Logic cells by family:
Scale: 4 px per µm.
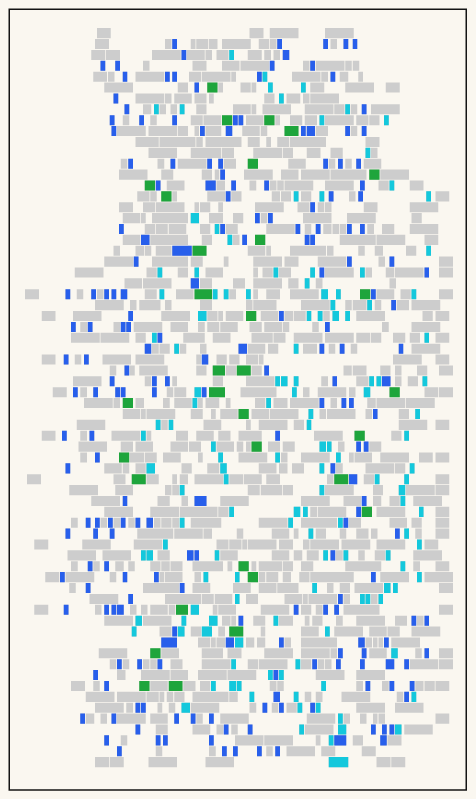
Routed metal per tile:
Scale: 2 px per µm. The die is cut into 23 by 39 equal tiles; white is low, dark blue is high, scaled to the fullest tile. Values are wire area over tile area, all layers added.
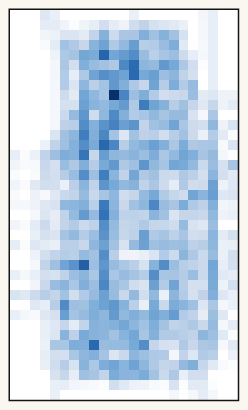
The metal 4 layer:
Scale: 3 px per µm. Supply wires on this layer in gray.
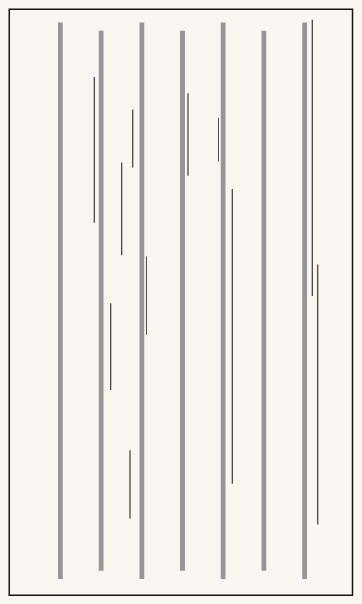
<file path="config.mk">
export PLATFORM = sky130hd
export DESIGN_NAME = sd_pp_generator
export DESIGN_NICKNAME = d
export VERILOG_FILES = /design/src/rtl/sd_pp_generator.sv
export SDC_FILE = /design/constraint.sdc
export NUM_CORES = 1
export LEC_CHECK = 0
export CAP_MARGIN = 5
export CORE_ASPECT_RATIO = 1.75
export CORE_MARGIN = 3
export CORE_UTILIZATION = 40
export CTS_CLUSTER_DIAMETER = 50
export DETAILED_ROUTE_END_ITERATION = 10
export GPL_ROUTABILITY_DRIVEN = 0
export SLEW_MARGIN = 20
export SYNTH_ARGS = -nofsm -noshare
export SYNTH_HDL_FRONTEND = slang
export SYNTH_SLANG_ARGS = --single-unit
export TNS_END_PERCENT = 1
</file>
<file path="constraint.sdc">
create_clock -name clk -period 9.4 [get_ports clk]
set_clock_uncertainty 0.15 [all_clocks]
set_input_delay 1.88 -clock clk [delete_from_list [all_inputs] [get_ports clk]]
set_output_delay 1.88 -clock clk [all_outputs]
set_load 0.02 [all_outputs]
</file>
<file path="src/rtl/sd_pp_generator.sv">
// Radix-10 signed-digit partial-product generator.
// Latches a BCD multiplicand, builds 1X..5X in BCD during a single PRE cycle,
// then turns each one-hot recoded multiplier digit into one signed partial
// product (9's complement plus a hot-one flag for negative digits).

// One BCD digit adder cell; chained per digit to form multi-digit adders.
module sd_bcd_digit_add (
  input  logic [3:0] a,
  input  logic [3:0] b,
  input  logic       ci,
  output logic [3:0] s,
  output logic       co
);
  logic [4:0] raw;

  // Binary add, then fold anything above 9 back into 0..9 with a carry out.
  always_comb begin
    raw = {1'b0, a} + {1'b0, b} + {4'b0, ci};
    co  = (raw > 5'd9);
    s   = co ? 4'(raw - 5'd10) : raw[3:0];
  end
endmodule

module sd_pp_generator #(
  parameter int NX = 4,
  parameter int NY = 4,
  localparam int ND = NX + 1,
  localparam int IW = $clog2(NY + 1)
) (
  input  logic            clk,
  input  logic            rst,
  input  logic            start,
  input  logic [4*NX-1:0] x_bcd,
  output logic            busy,
  input  logic            in_valid,
  output logic            in_ready,
  input  logic            y5,
  input  logic            y4,
  input  logic            y3,
  input  logic            y2,
  input  logic            y1,
  input  logic            ys,
  output logic            pp_valid,
  input  logic            pp_ready,
  output logic [4*ND-1:0] pp,
  output logic            pp_neg,
  output logic [IW-1:0]   pp_idx,
  output logic            pp_last,
  output logic            done,
  output logic            err
);
  typedef enum logic [1:0] {IDLE, PRE, RUN} state_t;
  typedef logic [ND-1:0][3:0] bcd_t;

  state_t          state_q, state_d;
  logic [4*NX-1:0] x_q, x_d;
  bcd_t            m1_q, m1_d, m2_q, m2_d, m3_q, m3_d, m4_q, m4_d, m5_q, m5_d;
  logic [IW-1:0]   idx_q, idx_d;
  logic            all_in_q, all_in_d;   // digit NY already taken; stop accepting
  logic            pp_valid_q, pp_valid_d;
  bcd_t            pp_q, pp_d;
  logic            pp_neg_q, pp_neg_d;
  logic [IW-1:0]   pp_idx_q, pp_idx_d;
  logic            pp_last_q, pp_last_d;
  logic            done_q, done_d;
  logic            err_q, err_d;

  // Multiple generation: 2X=X+X, 4X=2X+2X, 3X=2X+X, 5X=4X+X.
  bcd_t        x_ext, m2_c, m3_c, m4_c, m5_c;
  logic [ND:0] c2, c3, c4, c5;
  logic        unused_co;

  assign x_ext     = bcd_t'({4'h0, x_q});
  assign c2[0]     = 1'b0;
  assign c3[0]     = 1'b0;
  assign c4[0]     = 1'b0;
  assign c5[0]     = 1'b0;
  assign unused_co = c2[ND] | c3[ND] | c4[ND] | c5[ND];

  for (genvar g = 0; g < ND; g++) begin : g_dig
    sd_bcd_digit_add u_m2 (.a(x_ext[g]), .b(x_ext[g]), .ci(c2[g]), .s(m2_c[g]), .co(c2[g+1]));
    sd_bcd_digit_add u_m4 (.a(m2_c[g]),  .b(m2_c[g]),  .ci(c4[g]), .s(m4_c[g]), .co(c4[g+1]));
    sd_bcd_digit_add u_m3 (.a(m2_c[g]),  .b(x_ext[g]), .ci(c3[g]), .s(m3_c[g]), .co(c3[g+1]));
    sd_bcd_digit_add u_m5 (.a(m4_c[g]),  .b(x_ext[g]), .ci(c5[g]), .s(m5_c[g]), .co(c5[g+1]));
  end

  // Digit decode: highest set magnitude wins; more than one bit flags an error.
  logic [4:0] hot;
  logic       multi, nz, neg;
  bcd_t       sel, sel_signed;

  always_comb begin
    hot   = {y5, y4, y3, y2, y1};
    multi = (hot & (hot - 5'd1)) != 5'd0;
    nz    = |hot;
    neg   = ys & nz;   // -0 collapses to +0
    if (y5)      sel = m5_q;
    else if (y4) sel = m4_q;
    else if (y3) sel = m3_q;
    else if (y2) sel = m2_q;
    else if (y1) sel = m1_q;
    else         sel = '0;
    for (int i = 0; i < ND; i++)
      sel_signed[i] = neg ? (4'd9 - sel[i]) : sel[i];
  end

  logic accept;
  assign in_ready = (state_q == RUN) && !all_in_q && (!pp_valid_q || pp_ready);
  assign accept   = in_valid && in_ready;

  // Next-state logic: FSM sequencing plus output register load/hold.
  always_comb begin
    state_d    = state_q;
    x_d        = x_q;
    m1_d       = m1_q;
    m2_d       = m2_q;
    m3_d       = m3_q;
    m4_d       = m4_q;
    m5_d       = m5_q;
    idx_d      = idx_q;
    all_in_d   = all_in_q;
    pp_valid_d = pp_valid_q;
    pp_d       = pp_q;
    pp_neg_d   = pp_neg_q;
    pp_idx_d   = pp_idx_q;
    pp_last_d  = pp_last_q;
    done_d     = 1'b0;
    err_d      = err_q;
    case (state_q)
      IDLE: if (start) begin
        x_d      = x_bcd;
        err_d    = 1'b0;
        all_in_d = 1'b0;
        state_d  = PRE;
      end
      PRE: begin
        m1_d    = x_ext;
        m2_d    = m2_c;
        m3_d    = m3_c;
        m4_d    = m4_c;
        m5_d    = m5_c;
        idx_d   = '0;
        state_d = RUN;
      end
      RUN: begin
        if (pp_valid_q && pp_ready) begin
          pp_valid_d = 1'b0;
          if (pp_last_q) begin
            state_d = IDLE;
            done_d  = 1'b1;
          end
        end
        if (accept) begin
          pp_valid_d = 1'b1;
          pp_d       = sel_signed;
          pp_neg_d   = neg;
          pp_idx_d   = idx_q;
          pp_last_d  = (idx_q == IW'(NY));
          all_in_d   = (idx_q == IW'(NY));
          idx_d      = idx_q + 1'b1;
          if (multi) err_d = 1'b1;
        end
      end
      default: state_d = IDLE;
    endcase
  end

  // State register with synchronous reset; reset discards any sequence in flight.
  always_ff @(posedge clk) begin
    if (rst) begin
      state_q    <= IDLE;
      x_q        <= '0;
      m1_q       <= '0;
      m2_q       <= '0;
      m3_q       <= '0;
      m4_q       <= '0;
      m5_q       <= '0;
      idx_q      <= '0;
      all_in_q   <= 1'b0;
      pp_valid_q <= 1'b0;
      pp_q       <= '0;
      pp_neg_q   <= 1'b0;
      pp_idx_q   <= '0;
      pp_last_q  <= 1'b0;
      done_q     <= 1'b0;
      err_q      <= 1'b0;
    end else begin
      state_q    <= state_d;
      x_q        <= x_d;
      m1_q       <= m1_d;
      m2_q       <= m2_d;
      m3_q       <= m3_d;
      m4_q       <= m4_d;
      m5_q       <= m5_d;
      idx_q      <= idx_d;
      all_in_q   <= all_in_d;
      pp_valid_q <= pp_valid_d;
      pp_q       <= pp_d;
      pp_neg_q   <= pp_neg_d;
      pp_idx_q   <= pp_idx_d;
      pp_last_q  <= pp_last_d;
      done_q     <= done_d;
      err_q      <= err_d;
    end
  end

  assign busy     = (state_q != IDLE);
  assign pp_valid = pp_valid_q;
  assign pp       = pp_q;
  assign pp_neg   = pp_neg_q;
  assign pp_idx   = pp_idx_q;
  assign pp_last  = pp_last_q;
  assign done     = done_q;
  assign err      = err_q;
endmodule

</file>
==> notes.md <==
Physical implementation

The sequential cell area share is 0.277. Total power normalized to cell area comes to 198 mW/mm². Grouping stages by cell kind, the critical path spends the most delay in adder cells. Total power for the finished layout comes to 1.89 mW.

The worst pin sits at a relative slew slack of 0.360. Measured in cells, the most critical reg-to-reg path has a length of 39. The register clock-pin slew on the reported worst setup and hold paths is 0.06 ns. The launch point of the worst min-delay path is recorded as pp[16]$_SDFFE_PP0P_. The data arrival time of the worst path is 8.95 ns. The cell-mix breakdown from Yosys lists the simple-gate area share as 0.196. From left edge to right edge, the die measures 114 µm. Global route summary, busiest routing layer listed as met2.

Entering global routing, the biggest net connects 84 pins. The reported clock group power is 0.653 mW. Note, the detailed placer reported a final HPWL of 14.6 mm.

The flow ran to the end, and the final reports show no timing, DRC or antenna violations. During I/O placement, the number of pins put on the boundary was 57. The total setup violations reported at the end of the flow is 0. The area of combinational cells with multiple inputs is 0.00511 mm². STA classifies the critical path startpoint as a flip-flop. The remaining design rule violation count is 0. The total of fill cells in the finished design is 2,010.

The worst slack after detailed placement is 0.0491 ns. The global routing report lists met3 layer usage as 0.0277. The power report puts the net switching power at 0.658 mW. Counting endpoints that fail hold in the final report gives 0. The final timing report lists a max-slew violation count of 0. The power share of the combinational group is 0.327. The share of flip-flops with an asynchronous set or reset after synthesis is 0. Routing resource usage on met1 recorded by global route was 0.239. The clock insertion delay at the later pin of the skew report is 0.43 ns. The placeable core area is 0.0199 mm². The internal power of the cells is 1.23 mW. The TritonCTS clock tree is built. Of the total synthesized cell area, the portion taken by AND-OR and OR-AND cells is 0.216. The timing endpoint of the critical path is m5_q[17]$_SDFFE_PP0P_. The number of levels the H-tree was split into is 4. The count of max-cap constraint violations is 0. The register with the most flip-flops in the layout has 20 of them.

The combinational power is 0.619 mW. By area the synthesized netlist is led by dfxtp_1, ha_1, nand2_1, a21oi_1, nor2_1. The reg2reg setup slack is 0.59 ns. Power attributed to sequential cells is 0.620 mW. The type of the tightest min-delay check is reg2reg.

The final worst setup slack is 0.585 ns. The wire length on met2 is 10.7 mm. The number of buffers and inverters on the critical path is 5. Per report_power, the top consumer among the power groups is clock. The number of hold-repair buffers added at the cts stage is 0. The cell type with the highest aggregate area in the netlist is dfxtp_1. The synthesis-to-layout area growth is 17.1%.

The area enclosed by the die boundary is 0.0222 mm². Sequential cells placed in the final layout were counted as 132. For this run, the top clock speed supported by timing is 113 MHz. The fraction of power spent switching nets is 0.348. Per the timing report, the most critical flop-to-flop path originates at x_q[1]$_SDFFE_PP0P_. The finished layout reports a core utilization of 0.479. The count of nets left with antenna violations once routing finished came out at 0.

The cell group occupying the most layout area is logic gates. The number of antenna violations at the first check in global routing is 0. The mapped cell area is 0.00815 mm². Of the cells placed in the final design, the portion with a size suffix greater than 1 is 0.0824. The gate-level netlist out of Yosys references 70 unique cell types.

In the final timing run, aggregate negative setup slack is 0 ns. The met2 usage is 0.332. The synthesized netlist has a Yosys-reported chip area of 0.00815 mm².

Of all the cell area in the finished design, the clock network holds 0.0600. The number of search-and-repair iterations in the first detailed-routing pass is 4. The layout has 17 clock buffers. For reference, the mux area share after synthesis is 0.0233. The number of non-clock inverters in the layout is 52. The number of buffers created by CTS is 17. According to the cell report, the number of logic gates is 787. Subtracting the final worst setup slack from the clock period gives 8.81 ns.

The startpoint of the worst setup timing path is x_q[1]$_SDFFE_PP0P_.
Back to the opening pictures, 'logic cells by family':
[cyan] nor cells | cells: 137 | most used: nor2_1
[green] non-inverting ao/oa cells | cells: 32 | most used: a21o_1
[blue] nand cells | cells: 207 | most used: nand2_1 | where: widely spread
most instantiated logic cell after routing: nand2_1
post-layout instance count excluding filler cells: 1,325
multi-input gate share of the layout cell area: 0.536

Back to the opening pictures, 'routed metal per tile':
tiles over half the peak: 11%
fullest tile: 0.57
mean over tiles: 0.15
nearly empty tiles: 18%
emptiest ninth of the die: top left
vias after detailed routing: 7,078
Detailed Route WL: 20.9 mm
total routing resource utilization after global routing: 0.193
average wire per cell in the routed design: 15.8 µm

Back to the opening pictures, 'the metal 4 layer':
longest straight run: 97.9 µm
main direction: vertical

## cells in the final DEF (no fill, tap or decap), drive strengths merged, types with 16 or more instances in the layout
cell           count
ha                63
a21oi            121
nor3              16
buf               23
o21ai             39
xnor2             36
nor2             113
a211oi            35
mux2i             19
clkbuf            17
nand2            183
dfxtp            132
inv               59
clkdlybuf4s50     54
## through the flow
stage | hold slack [ns] | cell area (µm²)
after floorplan | 0.282 | 8170
after global placement | 0.288 | 8910
after detailed placement | 0.292 | 8910
after CTS | 0.301 | 9480
after global routing | 0.322 | 9540
final | 0.300 | 9540
## repair_timing
item | CTS | global route
endpoints found under the hold margin | 0 | 0
gates resized | 0 | 10
setup buffers | 0 | 2
endpoints found under the setup margin | 0 | 11
Power and IR drop assume default switching activity.
